### Sequential cells colored by netlist name

Scale bar: 50 um. Other sequential cells in the stronger gray, the rest of the logic in the fainter gray.
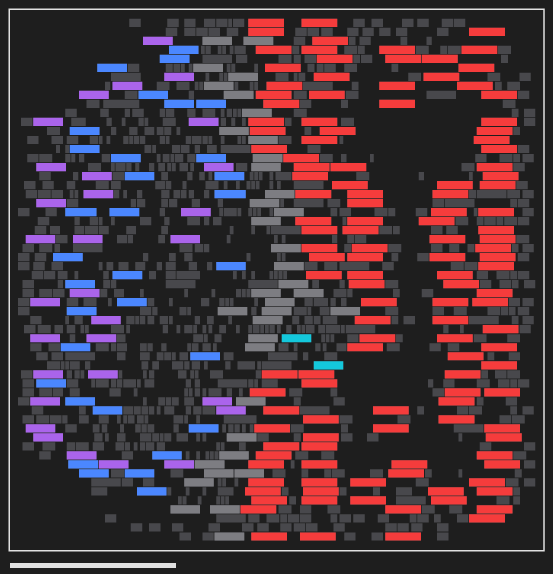
### Gate-type map

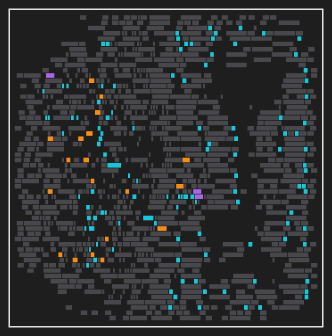
--- config.mk ---
export PLATFORM = sky130hd
export DESIGN_NAME = fetch_unit
export DESIGN_NICKNAME = d
export VERILOG_FILES = /design/src/rtl/fetch_pkg.sv /design/src/rtl/fetch_queue.sv /design/src/rtl/fetch_unit.sv
export SDC_FILE = /design/constraint.sdc
export NUM_CORES = 1
export LEC_CHECK = 0
export CORE_AREA = 2 2 159 161
export DETAILED_ROUTE_END_ITERATION = 16
export DIE_AREA = 0 0 161 163
export GPL_TIMING_DRIVEN = 0
export PLACE_DENSITY = 0.69
export SYNTH_ARGS = -nofsm -noshare
export SYNTH_HDL_FRONTEND = slang
export SYNTH_HIERARCHICAL = 1
export SYNTH_SLANG_ARGS = --single-unit
--- constraint.sdc ---
create_clock -name clk -period 8.25 [get_ports clk]
set_clock_uncertainty 0.15 [all_clocks]
set_input_delay 1.65 -clock clk [delete_from_list [all_inputs] [get_ports clk]]
set_output_delay 1.65 -clock clk [all_outputs]
set_load 0.01 [all_outputs]
--- src/rtl/fetch_pkg.sv ---
// Shared fetch-stage definitions: reset PC, nop word, queue entry and FSM state types.
package fetch_pkg;

  localparam logic [31:0] RESET_PC_DEFAULT = 32'h0000_3000;
  localparam logic [31:0] NOP_WORD         = 32'h0000_0000;

  // One buffered instruction together with the PC it was fetched from.
  typedef struct packed {
    logic [31:0] pc;
    logic [31:0] instr;
  } fetch_entry_t;

  // RUN: normal fetch. PEND: delay slot still to be requested, target parked in pend_pc.
  typedef enum logic {
    ST_RUN  = 1'b0,
    ST_PEND = 1'b1
  } fetch_state_t;

  // Instruction addresses are word aligned; the low two bits of a target are ignored.
  function automatic logic [31:0] word_align(input logic [31:0] addr);
    return {addr[31:2], 2'b00};
  endfunction

endpackage

--- src/rtl/fetch_queue.sv ---
// Small synchronous FIFO of fetched instructions with a "keep only the head" flush.
module fetch_queue
  import fetch_pkg::*;
#(
  parameter int DEPTH = 2
) (
  input  logic                       clk,
  input  logic                       reset,
  input  logic                       push,
  input  fetch_entry_t               push_entry,
  input  logic                       pop,
  input  logic                       flush_keep_head,
  output fetch_entry_t               head,
  output logic [$clog2(DEPTH):0]     count,
  output logic                       empty
);

  localparam int PW = $clog2(DEPTH);
  localparam int CW = PW + 1;

  fetch_entry_t  mem_q [DEPTH];
  logic [PW-1:0] rd_ptr_q, rd_ptr_d;
  logic [PW-1:0] wr_ptr_q, wr_ptr_d;
  logic [CW-1:0] count_q,  count_d;
  logic          do_push, do_pop, full;

  assign empty = (count_q == '0);
  assign full  = (count_q == CW'(DEPTH));
  assign count = count_q;
  assign head  = mem_q[rd_ptr_q];

  // Pointer/count update; a flush on a non-empty queue keeps only the head and swallows any same-cycle push.
  always_comb begin
    // NOTE: every always_comb output gets a default first, otherwise a missed branch infers a latch.
    rd_ptr_d = rd_ptr_q;
    wr_ptr_d = wr_ptr_q;
    count_d  = count_q;
    do_push  = 1'b0;
    do_pop   = pop && !empty;
    if (flush_keep_head && !empty) begin
      rd_ptr_d = do_pop ? rd_ptr_q + PW'(1) : rd_ptr_q;
      wr_ptr_d = rd_ptr_q + PW'(1);
      count_d  = do_pop ? '0 : CW'(1);
    end else begin
      do_push = push && (!full || do_pop);
      if (do_push) wr_ptr_d = wr_ptr_q + PW'(1);
      if (do_pop)  rd_ptr_d = rd_ptr_q + PW'(1);
      count_d = count_q + CW'(do_push) - CW'(do_pop);
    end
  end

  // Control state register, cleared asynchronously.
  always_ff @(posedge clk or posedge reset) begin
    // NOTE: sequential state uses non-blocking assignments so every flop samples pre-edge values.
    if (reset) begin
      rd_ptr_q <= '0;
      wr_ptr_q <= '0;
      count_q  <= '0;
    end else begin
      rd_ptr_q <= rd_ptr_d;
      wr_ptr_q <= wr_ptr_d;
      count_q  <= count_d;
    end
  end

  // Entry storage write.
  always_ff @(posedge clk) begin
    // NOTE: storage is deliberately not reset; count_q alone decides which entries are meaningful.
    if (do_push) mem_q[wr_ptr_q] <= push_entry;
  end

endmodule

--- src/rtl/fetch_unit.sv ---
// IF stage: owns the fetch PC, talks to instruction memory and feeds the IF/ID register,
// honouring stalls and D-stage redirects with one delay slot.
module fetch_unit
  import fetch_pkg::*;
#(
  parameter logic [31:0] RESET_PC    = RESET_PC_DEFAULT,
  parameter int          QUEUE_DEPTH = 2
) (
  input  logic        clk,
  input  logic        reset,
  output logic        im_req_valid,
  input  logic        im_req_ready,
  output logic [31:0] im_req_addr,
  input  logic        im_resp_valid,
  input  logic [31:0] im_resp_data,
  input  logic        stall,
  input  logic        redirect_valid,
  input  logic [31:0] redirect_pc,
  output logic [31:0] F_Instruction,
  output logic [31:0] F_PC,
  output logic        F_valid
);

  localparam int CW = $clog2(QUEUE_DEPTH) + 1;

  logic [31:0]  fpc_q, fpc_d;
  logic [31:0]  req_pc_q, req_pc_d;
  logic [31:0]  pend_pc_q, pend_pc_d;
  logic         outstanding_q, outstanding_d;
  logic         discard_q, discard_d;
  fetch_state_t state_q, state_d;

  fetch_entry_t q_head;
  logic [CW-1:0] q_count;
  logic         q_empty, q_push, q_pop, q_flush;
  logic         req_fire, resp_fire;
  logic [31:0]  target;

  // Only one request in flight; a same-cycle pop does not free a slot.
  assign im_req_valid = !reset && !outstanding_q && (q_count < CW'(QUEUE_DEPTH));
  assign im_req_addr  = fpc_q;
  assign req_fire     = im_req_valid && im_req_ready;
  assign resp_fire    = im_resp_valid && outstanding_q;
  assign q_pop        = !q_empty && !stall;

  assign F_valid       = !q_empty;
  assign F_Instruction = q_empty ? NOP_WORD : q_head.instr;
  assign F_PC          = q_empty ? 32'h0 : q_head.pc;

  fetch_queue #(.DEPTH(QUEUE_DEPTH)) u_queue (
    .clk             (clk),
    .reset           (reset),
    .push            (q_push),
    .push_entry      ('{pc: req_pc_q, instr: im_resp_data}),
    .pop             (q_pop),
    .flush_keep_head (q_flush),
    .head            (q_head),
    .count           (q_count),
    .empty           (q_empty)
  );

  // Next-state logic: response first, then request handshake, then redirect overrides.
  always_comb begin
    fpc_d         = fpc_q;
    req_pc_d      = req_pc_q;
    pend_pc_d     = pend_pc_q;
    outstanding_d = outstanding_q;
    discard_d     = discard_q;
    state_d       = state_q;
    q_push        = 1'b0;
    q_flush       = 1'b0;
    target        = word_align(redirect_pc);

    if (resp_fire) begin
      outstanding_d = 1'b0;
      if (discard_q) discard_d = 1'b0;
      else           q_push    = 1'b1;
    end

    if (req_fire) begin
      outstanding_d = 1'b1;
      req_pc_d      = fpc_q;
      if (state_q == ST_PEND) begin
        fpc_d   = pend_pc_q;
        state_d = ST_RUN;
      end else begin
        fpc_d = fpc_q + 32'd4;
      end
    end

    if (redirect_valid) begin
      if (state_q == ST_PEND) begin
        // Pipeline should never do this; the newer target simply wins.
        pend_pc_d = target;
        if (req_fire) fpc_d = target;
      end else if (!q_empty) begin
        // Head is the delay slot: everything younger, including a request accepted now, dies.
        q_flush   = 1'b1;
        discard_d = outstanding_d;
        fpc_d     = target;
      end else if (outstanding_q || req_fire) begin
        // The in-flight or just-accepted request is the delay slot.
        fpc_d = target;
      end else begin
        // Delay slot not yet requested: park the target until it is.
        pend_pc_d = target;
        state_d   = ST_PEND;
      end
    end
  end

  // Fetch control registers, cleared asynchronously.
  always_ff @(posedge clk or posedge reset) begin
    if (reset) begin
      fpc_q         <= RESET_PC;
      req_pc_q      <= 32'h0;
      pend_pc_q     <= 32'h0;
      outstanding_q <= 1'b0;
      discard_q     <= 1'b0;
      state_q       <= ST_RUN;
    end else begin
      fpc_q         <= fpc_d;
      req_pc_q      <= req_pc_d;
      pend_pc_q     <= pend_pc_d;
      outstanding_q <= outstanding_d;
      discard_q     <= discard_d;
      state_q       <= state_d;
    end
  end

endmodule

==> impl_metrics.py <==
# Synthesis and PnR figures
metrics = {
    "outcome": {
        "status": "complete, no violations",
    },
    "global_routing": {
        "met3_usage_pct": 2.852,
        "grt_use_met1_pct": 27.33,
        "grt-ovfl-total": 0,
        "grtUsageTotal_pct": 20.23,
        "grt-busiest-layer": "met2",
        "antenna_found_initial": 0,
        "met2_usage_pct": 33.28,
        "grt_pass1_wl_mm": 41.19,
        "grt_pass1_vias": 7352,
        "grt_start_max_net_pins": 65,
    },
    "sta": {
        "slew_headroom_pct": 31.30,
        "rsz0062_at_grt": "false",
        "max_freq_mhz": 199.6,
        "report.final.slew_viol_count": 0,
        "setup_slack_ps": 3241,
        "fin_crit_ps": 5009,
        "whs_ps": 325.0,
        "hold_viol": 0,
    },
    "run": {
        "drv_cap": 0,
        "openroad.warnings": 28,
    },
    "hold_path": {
        "hold_class": "register to register",
        "holdPathEnd": "u_queue/mem_q[0][36]",
    },
    "critical_path": {
        "path_cells": "clkdlybuf4s50_1, nor3_1, clkdlybuf4s50_1",
        "crit_type": "primary input to output port",
        "worst_r2r_path_depth": 7,
        "critPathSlowestCell": "clkdlybuf4s50_1",
        "crit_end": "im_req_valid",
        "crit_top_cell": "clkdlybuf4s50_1",
        "r2r-end": "u_queue/mem_q[0][27]",
        "crit_path_start": "reset",
        "cp_max_fo": 5,
        "worstSetupStartpointType": "primary input",
        "arrival_ps": 3210,
        "cp-end-kind": "output port",
        "max_stage_delay_ps": 610,
        "cp.required_ps": 6450,
        "critical_path_depth": 3,
        "crit_family": "buffers and inverters",
        "rrSetupSlack_ps": 4950,
        "r2r_start": "state_q",
    },
    "finish": {
        "finalCoreUtilization_pct": 53.09,
        "layout_top_cell": "clkdlybuf4s50_1",
        "lay_top_cells": "clkdlybuf4s50_1, edfxtp_1, nand2_1, dfrtp_1, mux2_2",
        "area_growth_pct": 28.20,
        "final_cells": 1355,
        "n_fill_cell": 2117,
        "regMostFlops": "u_queue/mem_q",
        "layout-drive-gt1-share_pct": 16.49,
        "diodes": 0,
    },
    "logic_synthesis": {
        "ys_cells": 815,
        "ff_type": "edfxtp_1",
        "ys_async_sr_fraction_pct": 44.10,
        "yosys.area.top_type": "edfxtp_1",
        "yosysWarnings": 6,
        "synthesis.nets": 888,
        "ys_ff": 229,
        "top_cells_by_count": "edfxtp_1, nand2_1, dfrtp_1",
        "avgSynthCellArea_um2": 12.54,
        "yosysUniqueCellTypes": 68,
        "syn_inst": 815,
        "synth_seq_share_pct": 62.37,
    },
    "routing": {
        "vias": 7221,
        "routed_wl_mm": 26.48,
        "wl_per_cell_um": 19.54,
        "drc_errors": 0,
        "drtPass1Iterations": 5,
    },
    "place": {
        "hpwl_mm": 17.86,
        "dp_cells": 1311,
        "gp_congestion": 0.9481,
    },
    "pwr": {
        "p_sw_w": 0.001626,
        "pg_seq_w": 0.00179,
        "power.share.clock_pct": 22.5,
        "powerDensity_nw_per_um2": 358.9,
        "p_sw_share_pct": 34.59,
        "seqPwrFrac_pct": 38.2,
        "worst_ir_drop_vdd_v": 0.0001819,
        "power.total_w": 0.004702,
        "p_int_w": 0.003076,
        "comb_power_w": 0.00185,
        "combinationalPowerShare_pct": 39.3,
        "leakage_nw": 4.921,
        "power_leader": "combinational logic",
    },
    "clock_network": {
        "cts_setup_buffers": 0,
        "h-tree-depth": 1,
        "cts_hold_buf": 0,
        "cts_tree": "built",
        "clock_sinks": 229,
        "cts-root-buf": "clkbuf_16",
        "path_clk_slew_ps": 60,
        "cts_buffers": 24,
        "cts_buffer_depth": 3,
        "clock_latency_ps": 520,
    },
    "floorplan": {
        "fp.dieH_um": 163,
        "core_um2": 24670,
        "initial_core_util_pct": 41.41,
        "rows": 58,
        "die_w_um": 161,
        "die-area_um2": 26240,
    },
}
## Picture notes: 'Sequential cells colored by netlist name'
- pend_pc_q: purple (placed flops 30)
- u_queue/count: cyan (placed flops 2)
- u_queue/mem_q: red (placed flops 128)
- im_req_addr: blue (placed flops 32; where a vertical strip on the left)

## Picture notes: 'Gate-type map'
- nor cells: cyan (cells 113; where spread over the die)
- fa/ha/maj cells: purple (cells 3)
- and/or cells: orange (cells 19)

metal layers:
layer | wire, um | share of wire, %
met1 | 11580 | 44
met2 | 12370 | 47
met3 | 1552 | 5.9
met4 | 975 | 3.7
met5 | 0 | 0
layout make-up:
cell class                 instances  area, um2  share of cell area (%)
multi-input combinational        518       3561                   27.18
inverter                          15      61.31                  0.4680
sequential                       229       6374                   48.65
tap                              330      412.9                   3.152
clock buffer                      36      706.9                   5.396
clock inverter                     8      72.57                  0.5540
buffer                            53      232.7                   1.776
timing repair buffer             166       1679                   12.82
logic make-up after synthesis:
group	synth area share (%)
AND/OR/NAND/NOR	13.90
flip-flops	62.37
XOR/XNOR	0.5143
adder cells (fa/ha/maj)	0.3674
multiplexers	10.89
buffers and inverters	2.828
AND-OR/OR-AND	9.135
Power is estimated from default activity; no workload was simulated.
